## src/rtl/unfilter_pkg.sv

```systemverilog
`default_nettype none
// ============================================================================
// Module      : unfilter_pkg
// Description : Shared widths, filter-type codes and FSM state encoding for
//               the PNG reconstruction (inverse filter) stage.
// Revision    : 1.0 - initial release
// ============================================================================
package unfilter_pkg;

    // Pixel word width; filter arithmetic runs per 8-bit lane inside it.
    localparam int DATA_PXL_WD = 8;
    // Width of the row-width and row-count configuration ports.
    localparam int SIZE_W_WD   = 12;
    localparam int SIZE_H_WD   = 12;
    // Line-buffer depth, i.e. the widest supported row in pixels.
    localparam int SIZE_W_MAX  = 64;

    // PNG filter-type codes, as carried on a row's type beat.
    typedef enum logic [2:0] {
        FLT_NONE  = 3'd0,
        FLT_SUB   = 3'd1,
        FLT_UP    = 3'd2,
        FLT_AVG   = 3'd3,
        FLT_PAETH = 3'd4
    } flt_e;

    // Control states.
    typedef enum logic [1:0] {
        ST_IDLE = 2'd0,
        ST_TYPE = 2'd1,
        ST_PXL  = 2'd2,
        ST_LAST = 2'd3
    } state_e;

endpackage : unfilter_pkg
`default_nettype wire

```

## src/rtl/unfilter_lbuf.sv

```systemverilog
`default_nettype none
// ============================================================================
// Module      : unfilter_lbuf
// Description : Single-clock line buffer holding the previous reconstructed
//               row. Registered read with 1-cycle latency and an independent
//               write port. A read and a write to the same address on the
//               same edge return the old contents.
// Ports       : clk, rstn     - clock, asynchronous active-low reset
//               i_we          - write enable
//               i_waddr       - write address
//               i_wdata       - write data
//               i_raddr       - read address (read every cycle)
//               o_rdata       - registered read data
// Revision    : 1.0 - initial release
// ============================================================================
module unfilter_lbuf #(
    parameter int DEPTH = 64,
    parameter int WIDTH = 8,
    parameter int AW    = 6
) (
    input  logic             clk,
    input  logic             rstn,
    input  logic             i_we,
    input  logic [AW-1:0]    i_waddr,
    input  logic [WIDTH-1:0] i_wdata,
    input  logic [AW-1:0]    i_raddr,
    output logic [WIDTH-1:0] o_rdata
);

    logic [WIDTH-1:0] r_mem [DEPTH];
    logic [WIDTH-1:0] r_rdata;

    // Storage array carries no reset so it can map onto a RAM macro.
    always_ff @(posedge clk) begin
        if (i_we) begin
            r_mem[i_waddr] <= i_wdata;
        end
    end

    always_ff @(posedge clk or negedge rstn) begin
        if (!rstn) begin
            r_rdata <= '0;
        end else begin
            r_rdata <= r_mem[i_raddr];
        end
    end

    assign o_rdata = r_rdata;

endmodule : unfilter_lbuf
`default_nettype wire

```

## src/rtl/unfilter_top.sv

```systemverilog
`default_nettype none
// ============================================================================
// Module      : unfilter_top
// Description : PNG reconstruction stage. Consumes a filtered scanline stream
//               (one filter-type beat then cfg_w_i pixel beats per row) and
//               emits reconstructed pixels through a 2-stage pipeline. The
//               previous reconstructed row lives in unfilter_lbuf and supplies
//               the Up / Avg / Paeth references.
// Ports       : clk, rstn          - clock, asynchronous active-low reset
//               cfg_w_i, cfg_h_i   - row width / row count, sampled at start_i
//               start_i            - begins an image (honoured in IDLE only)
//               done_o             - pulse one cycle after the final val_o
//               err_o              - sticky illegal-filter-type flag
//               val_i, dat_i       - input beat (no backpressure)
//               val_o, dat_o       - reconstructed pixel
// Revision    : 1.0 - initial release
// ============================================================================
module unfilter_top
    import unfilter_pkg::*;
#(
    parameter int BYTE_N = DATA_PXL_WD / 8,
    parameter int W_MAX  = SIZE_W_MAX
) (
    input  logic                  clk,
    input  logic                  rstn,
    input  logic [SIZE_W_WD-1:0]  cfg_w_i,
    input  logic [SIZE_H_WD-1:0]  cfg_h_i,
    input  logic                  start_i,
    output logic                  done_o,
    output logic                  err_o,
    input  logic                  val_i,
    input  logic [8*BYTE_N-1:0]   dat_i,
    output logic                  val_o,
    output logic [8*BYTE_N-1:0]   dat_o
);

    localparam int PXL_WD = 8 * BYTE_N;
    localparam int AW     = (W_MAX > 1) ? $clog2(W_MAX) : 1;

    // ------------------------------------------------------------------
    // Per-lane predictors
    // ------------------------------------------------------------------
    function automatic logic [7:0] paeth_pred(input logic [7:0] a,
                                              input logic [7:0] b,
                                              input logic [7:0] c);
        logic signed [9:0] p;
        logic signed [9:0] pa;
        logic signed [9:0] pb;
        logic signed [9:0] pc;
        logic [7:0]        res;
        p  = $signed({2'b00, a}) + $signed({2'b00, b}) - $signed({2'b00, c});
        pa = p - $signed({2'b00, a});
        pb = p - $signed({2'b00, b});
        pc = p - $signed({2'b00, c});
        if (pa[9]) pa = -pa;
        if (pb[9]) pb = -pb;
        if (pc[9]) pc = -pc;
        // Ties resolve in the order a, b, c.
        if (pa <= pb && pa <= pc) begin
            res = a;
        end else if (pb <= pc) begin
            res = b;
        end else begin
            res = c;
        end
        return res;
    endfunction

    function automatic logic [7:0] lane_recon(input flt_e       ft,
                                              input logic [7:0] x,
                                              input logic [7:0] a,
                                              input logic [7:0] b,
                                              input logic [7:0] c);
        logic [8:0] sum;
        logic [7:0] pred;
        // Avg needs the carry of a+b before halving.
        sum = {1'b0, a} + {1'b0, b};
        case (ft)
            FLT_SUB:   pred = a;
            FLT_UP:    pred = b;
            FLT_AVG:   pred = sum[8:1];
            FLT_PAETH: pred = paeth_pred(a, b, c);
            default:   pred = 8'd0;
        endcase
        return x + pred;
    endfunction

    // ------------------------------------------------------------------
    // Control FSM
    // ------------------------------------------------------------------
    state_e               r_state;
    logic [SIZE_W_WD-1:0] r_w;
    logic [SIZE_H_WD-1:0] r_h;
    logic [SIZE_W_WD-1:0] r_cnt_w;
    logic [SIZE_H_WD-1:0] r_cnt_h;
    flt_e                 r_ftype;
    logic                 r_done;
    logic                 r_err;

    // Pipeline registers (declared here, the FSM watches the tail).
    logic                 r_s0_val;
    logic [PXL_WD-1:0]    r_s0_x;
    flt_e                 r_s0_ft;
    logic                 r_s0_col0;
    logic                 r_s0_row0;
    logic [AW-1:0]        r_s0_col;
    logic                 r_val_o;
    logic [PXL_WD-1:0]    r_dat_o;
    logic [PXL_WD-1:0]    r_c;

    logic                 w_pxl_fire;
    logic [PXL_WD-1:0]    w_lb_rdata;
    logic [PXL_WD-1:0]    w_a;
    logic [PXL_WD-1:0]    w_b;
    logic [PXL_WD-1:0]    w_c;
    logic [PXL_WD-1:0]    w_recon;

    assign w_pxl_fire = (r_state == ST_PXL) && val_i;

    always_ff @(posedge clk or negedge rstn) begin
        if (!rstn) begin
            r_state <= ST_IDLE;
            r_w     <= '0;
            r_h     <= '0;
            r_cnt_w <= '0;
            r_cnt_h <= '0;
            r_ftype <= FLT_NONE;
            r_done  <= 1'b0;
            r_err   <= 1'b0;
        end else begin
            r_done <= 1'b0;
            case (r_state)
                ST_IDLE: begin
                    if (start_i) begin
                        r_w     <= cfg_w_i;
                        r_h     <= cfg_h_i;
                        r_cnt_w <= '0;
                        r_cnt_h <= '0;
                        r_err   <= 1'b0;
                        r_state <= ST_TYPE;
                    end
                end
                ST_TYPE: begin
                    if (val_i) begin
                        // Unknown filter types reconstruct as None.
                        if (dat_i[7:0] > 8'd4) begin
                            r_ftype <= FLT_NONE;
                            r_err   <= 1'b1;
                        end else begin
                            r_ftype <= flt_e'(dat_i[2:0]);
                        end
                        r_state <= ST_PXL;
                    end
                end
                ST_PXL: begin
                    if (val_i) begin
                        if (r_cnt_w == r_w - 1'b1) begin
                            r_cnt_w <= '0;
                            if (r_cnt_h == r_h - 1'b1) begin
                                r_state <= ST_LAST;
                            end else begin
                                r_cnt_h <= r_cnt_h + 1'b1;
                                r_state <= ST_TYPE;
                            end
                        end else begin
                            r_cnt_w <= r_cnt_w + 1'b1;
                        end
                    end
                end
                ST_LAST: begin
                    // The final pixel is the one on val_o once nothing is
                    // left behind it in S0.
                    if (r_val_o && !r_s0_val) begin
                        r_done  <= 1'b1;
                        r_state <= ST_IDLE;
                    end
                end
                default: r_state <= ST_IDLE;
            endcase
        end
    end

    // ------------------------------------------------------------------
    // Line buffer: read at S0 column, write-back from S1
    // ------------------------------------------------------------------
    unfilter_lbuf #(
        .DEPTH (W_MAX),
        .WIDTH (PXL_WD),
        .AW    (AW)
    ) u_lbuf (
        .clk     (clk),
        .rstn    (rstn),
        .i_we    (r_s0_val),
        .i_waddr (r_s0_col),
        .i_wdata (w_recon),
        .i_raddr (r_cnt_w[AW-1:0]),
        .o_rdata (w_lb_rdata)
    );

    // ------------------------------------------------------------------
    // S1 references: a chains from the output register, c is the b of the
    // previous pixel. Row 0 masks the stale line-buffer contents.
    // ------------------------------------------------------------------
    assign w_b = r_s0_row0 ? '0 : w_lb_rdata;
    assign w_a = r_s0_col0 ? '0 : r_dat_o;
    assign w_c = (r_s0_row0 || r_s0_col0) ? '0 : r_c;

    always_comb begin
        w_recon = '0;
        for (int i = 0; i < BYTE_N; i++) begin
            w_recon[8*i +: 8] = lane_recon(r_s0_ft, r_s0_x[8*i +: 8],
                                           w_a[8*i +: 8], w_b[8*i +: 8],
                                           w_c[8*i +: 8]);
        end
    end

    // ------------------------------------------------------------------
    // Pipeline S0 / S1
    // ------------------------------------------------------------------
    always_ff @(posedge clk or negedge rstn) begin
        if (!rstn) begin
            r_s0_val  <= 1'b0;
            r_s0_x    <= '0;
            r_s0_ft   <= FLT_NONE;
            r_s0_col0 <= 1'b0;
            r_s0_row0 <= 1'b0;
            r_s0_col  <= '0;
            r_val_o   <= 1'b0;
            r_dat_o   <= '0;
            r_c       <= '0;
        end else begin
            r_s0_val <= w_pxl_fire;
            if (w_pxl_fire) begin
                r_s0_x    <= dat_i;
                r_s0_ft   <= r_ftype;
                r_s0_col0 <= (r_cnt_w == '0);
                r_s0_row0 <= (r_cnt_h == '0);
                r_s0_col  <= r_cnt_w[AW-1:0];
            end
            r_val_o <= r_s0_val;
            // dat_o holds across gaps so a stays valid for the next pixel.
            if (r_s0_val) begin
                r_dat_o <= w_recon;
                r_c     <= w_b;
            end
        end
    end

    assign done_o = r_done;
    assign err_o  = r_err;
    assign val_o  = r_val_o;
    assign dat_o  = r_dat_o;

endmodule : unfilter_top
`default_nettype wire

```

## config.mk

```make
export PLATFORM = sky130hd
export DESIGN_NAME = unfilter_top
export DESIGN_NICKNAME = d
export VERILOG_FILES = /design/src/rtl/unfilter_pkg.sv /design/src/rtl/unfilter_lbuf.sv /design/src/rtl/unfilter_top.sv
export SDC_FILE = /design/constraint.sdc
export NUM_CORES = 1
export LEC_CHECK = 0
export ABC_AREA = 1
export CORE_UTILIZATION = 40
export CTS_BUF_LIST = sky130_fd_sc_hd__clkbuf_8
export DETAILED_ROUTE_END_ITERATION = 12
export GPL_ROUTABILITY_DRIVEN = 0
export PLACE_DENSITY_LB_ADDON = 0.3
export SLEW_MARGIN = 20
export SYNTH_ARGS = -nofsm -noshare
export SYNTH_HDL_FRONTEND = slang
export SYNTH_HIERARCHICAL = 1
export SYNTH_SLANG_ARGS = --single-unit
export TNS_END_PERCENT = 30
```

## constraint.sdc

```tcl
create_clock -name clk -period 23.6 [get_ports clk]
set_input_delay 3.54 -clock clk [delete_from_list [all_inputs] [get_ports clk]]
set_output_delay 3.54 -clock clk [all_outputs]
set_load 0.05 [all_outputs]
```

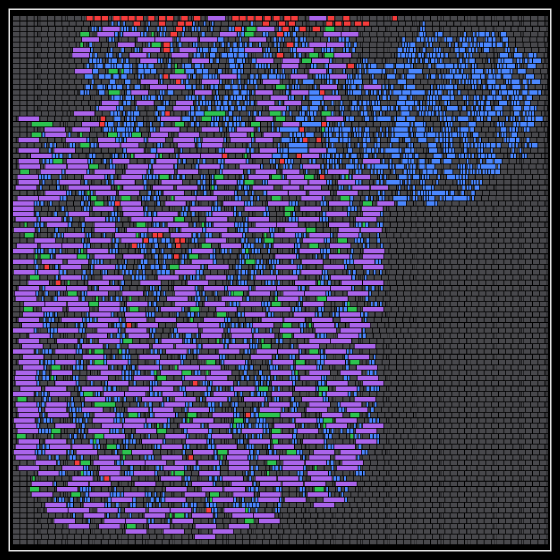
**Above:** cells coloured by class.
Fill, decap, tap and diode cells in grey.
Purple marks flip-flops, cells 612, share of their area 56%. Blue marks all other logic, cells 2368, share of their area 36%. Green marks clock drivers and dummy loads, cells 168, share of their area 5.5%. Red marks other buffers and delay cells, cells 79, share of their area 2.2%.

==> Changelog: implementation <==
## Implementation

- Max reg flops: 512
- Num CTS Buffers: 93
- Slew Limit Fails: 0
- Crit path required time: 23.93 ns
- Worst Tran Pin Value: 1.09 ns
- Final setup viols: 0
- Hold WC Path Type: flop to flop
- Placement Setup Slack: 14.38 ns
- First-pass GRT wire length: 118000 microns
- DIE HEIGHT: 278 microns
- Log Warnings: 30
- Post-synth EDFFs: 512
- Fillers: 7170
- Die extent in x: 278 microns
- Final worst-path cycle share: 0.398
- Dominant kind of cell by area: flip-flops and latches
- Share of layout cells above drive strength 1: 0.0700
- Placed cell area: 31500 sq um
- Bufs on Longest Clock Path: 3
- Yosys warning tally: 6
- Inserted Diodes: 1
- Grt ovf: 0
- Max frequency: 106 MHz
- DP Cell Count: 4028
- Via/cell ratio: 5.17
- Top Family by Delay on Critical Path: simple AND/OR/NAND/NOR gates
- Layout clock area frac: 0.0534
- Post-synth seq share: 0.588
- Status: finished clean
- Mapped Cells: 3111
- Drt wl/cell: 18.0 microns
- WP data arrival: 9.73 ns
- Setup crit start kind: flop
- Multi-input gate area: 10800 sq um
- Row count: 100
- Nets at Floorplan: 3240
- Comb/total area: 0.325
- Antenna-violating nets left: 0
- Resize count post-CTS: 0
- MI comb cells: 2131
- Drt first pass iters: 6
- Unrepaired setup endpoints after global routing: no
- Core Box Area: 74800 sq um
- Syn Area/Cell: 9.77 sq um
- CTS root buf: clkbuf_8
- Hold Buf Count CTS: 0
- Final Hold Vio Count: 0
- H-tree depth: 3
- CP most frequent cell: nand2_1
- Slowest cell on crit path: inv_2
- Max_slew headroom: 0.270
- Largest Register: u_lbuf/r_mem
- Number of nets in the layout: 3283
- Post-synth regs: 612
- Routed via count: 21700
- Final Non-Filler Cells: 4197
- Max-Cap Viols: 0
- Residual DRC count: 0
- Hpwl dp: 47100 microns
- Post-layout util: 0.445
- Post-Route Setup TNS: 0 ns
- CP Capture Type: flop
- Total Routing Usage GR: 0.195
- Area delta synth->final: 9.56%
- I/O Buffers: 46
- Vias in the first global route: 20800
- Layout clock buffers: 99
- CTS tree: done
- Synthesized cell area: 30400 sq um
- Detailed Route Iter0 Violations: 1713
- Top cell excl fill/tap: nand2_1
- Worst-path clk slew: 0.06 ns
- Top Layout Cells: nand2_1, nand3_1, edfxtp_1
- Signal buffers share of area: 0.0213
- Largest net degree at the start of global routing: 90
- Tap cells: 969
- Final Instance Area: 33300 sq um
- Crit path buffers/inverters: 9
- Register area: 17900 sq um
- Hold slack: 0.485 ns
- Setup CP Type: flop to flop
- Synth area leader: edfxtp_1
- Fp util: 0.406
- Max stage delay on crit path: 0.78 ns
- # Cells Yosys: 3111
- Crit path max fanout: 64
- Worst Slack Setup Final: 14.20 ns
- Io pins: 47
- Inverters: 237
- WL final: 75400 microns
- Top-area cell share: 0.506
- Die area: 77100 sq um
- Yosys Chip Area: 30400 sq um
- Clock Skew: 0.0322 ns
- Number of distinct library cells after synthesis: 57
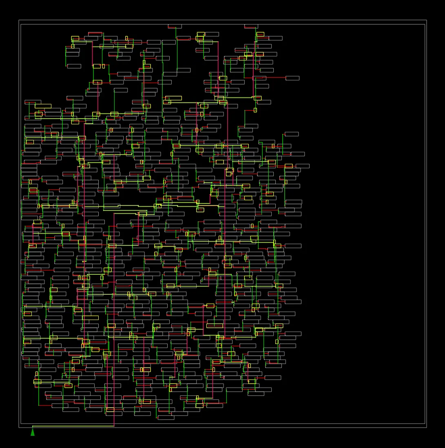
**Above:** the clock network.
Sink Count: 612
clk latency late pin: 0.70 ns

-- final timing paths --
kind / startpoint / to / slack, ns / depth (start not counted)
setup / recovery: r_s0_col0 / u_lbuf/r_mem[23][7] / 14.20 / 51
hold / removal: r_s0_x[5] / r_s0_x[5] / 0.49 / 2
setup reg to reg: r_s0_col0 / u_lbuf/r_mem[23][7] / 14.20 / 51
hold reg to reg: r_s0_x[5] / r_s0_x[5] / 0.49 / 2
max in group asynchronous: rstn / r_cnt_w[1] / 19.75 / 2
min in group asynchronous: rstn / r_s0_ft[2] / 2.76 / 1
-- per-layer routing --
| metal | part of all wire | global-route usage |
|---|---|---|
| met1 | 0.45 | 0.268 |
| met2 | 0.47 | 0.317 |
| met3 | 0.059 | 0.0234 |
| met4 | 0.028 | 0.0732 |
| met5 | 0 | 0 |
-- logic make-up (layout without fill, tap and decap cells) --
kind of cell | after synthesis | count (layout) | share of synthesized area
simple gates | 1773 | 1773 | 0.253
buf+inv | 368 | 484 | 0.0589
other cells | 0 | 1 | 0
compound gates | 182 | 182 | 0.0335
fa+ha+maj | 93 | 93 | 0.0415
flops | 612 | 612 | 0.588
xor+xnor | 83 | 83 | 0.0244
-- synth_stat cells, drive strengths merged (6+ instances only) --
| cell type | n |
|---|---|
| xnor2 | 22 |
| nand3 | 517 |
| clkbuf | 28 |
| dfrtp | 100 |
| nand3b | 8 |
| nor4 | 16 |
| nor2 | 161 |
| fa | 13 |
| nor3 | 25 |
| nand4 | 37 |
| ha | 80 |
| or2 | 6 |
| inv | 234 |
| xor2 | 61 |
| buf | 103 |
| edfxtp | 512 |
| o21ai | 85 |
| a22oi | 7 |
| nand2 | 1000 |
| a21oi | 57 |
-- tightest hold or removal path, stage by stage (launching register included) --
cell	delay, ns
dfrtp_1	0.35
nand2_1	0.06
nand2_1	0.05
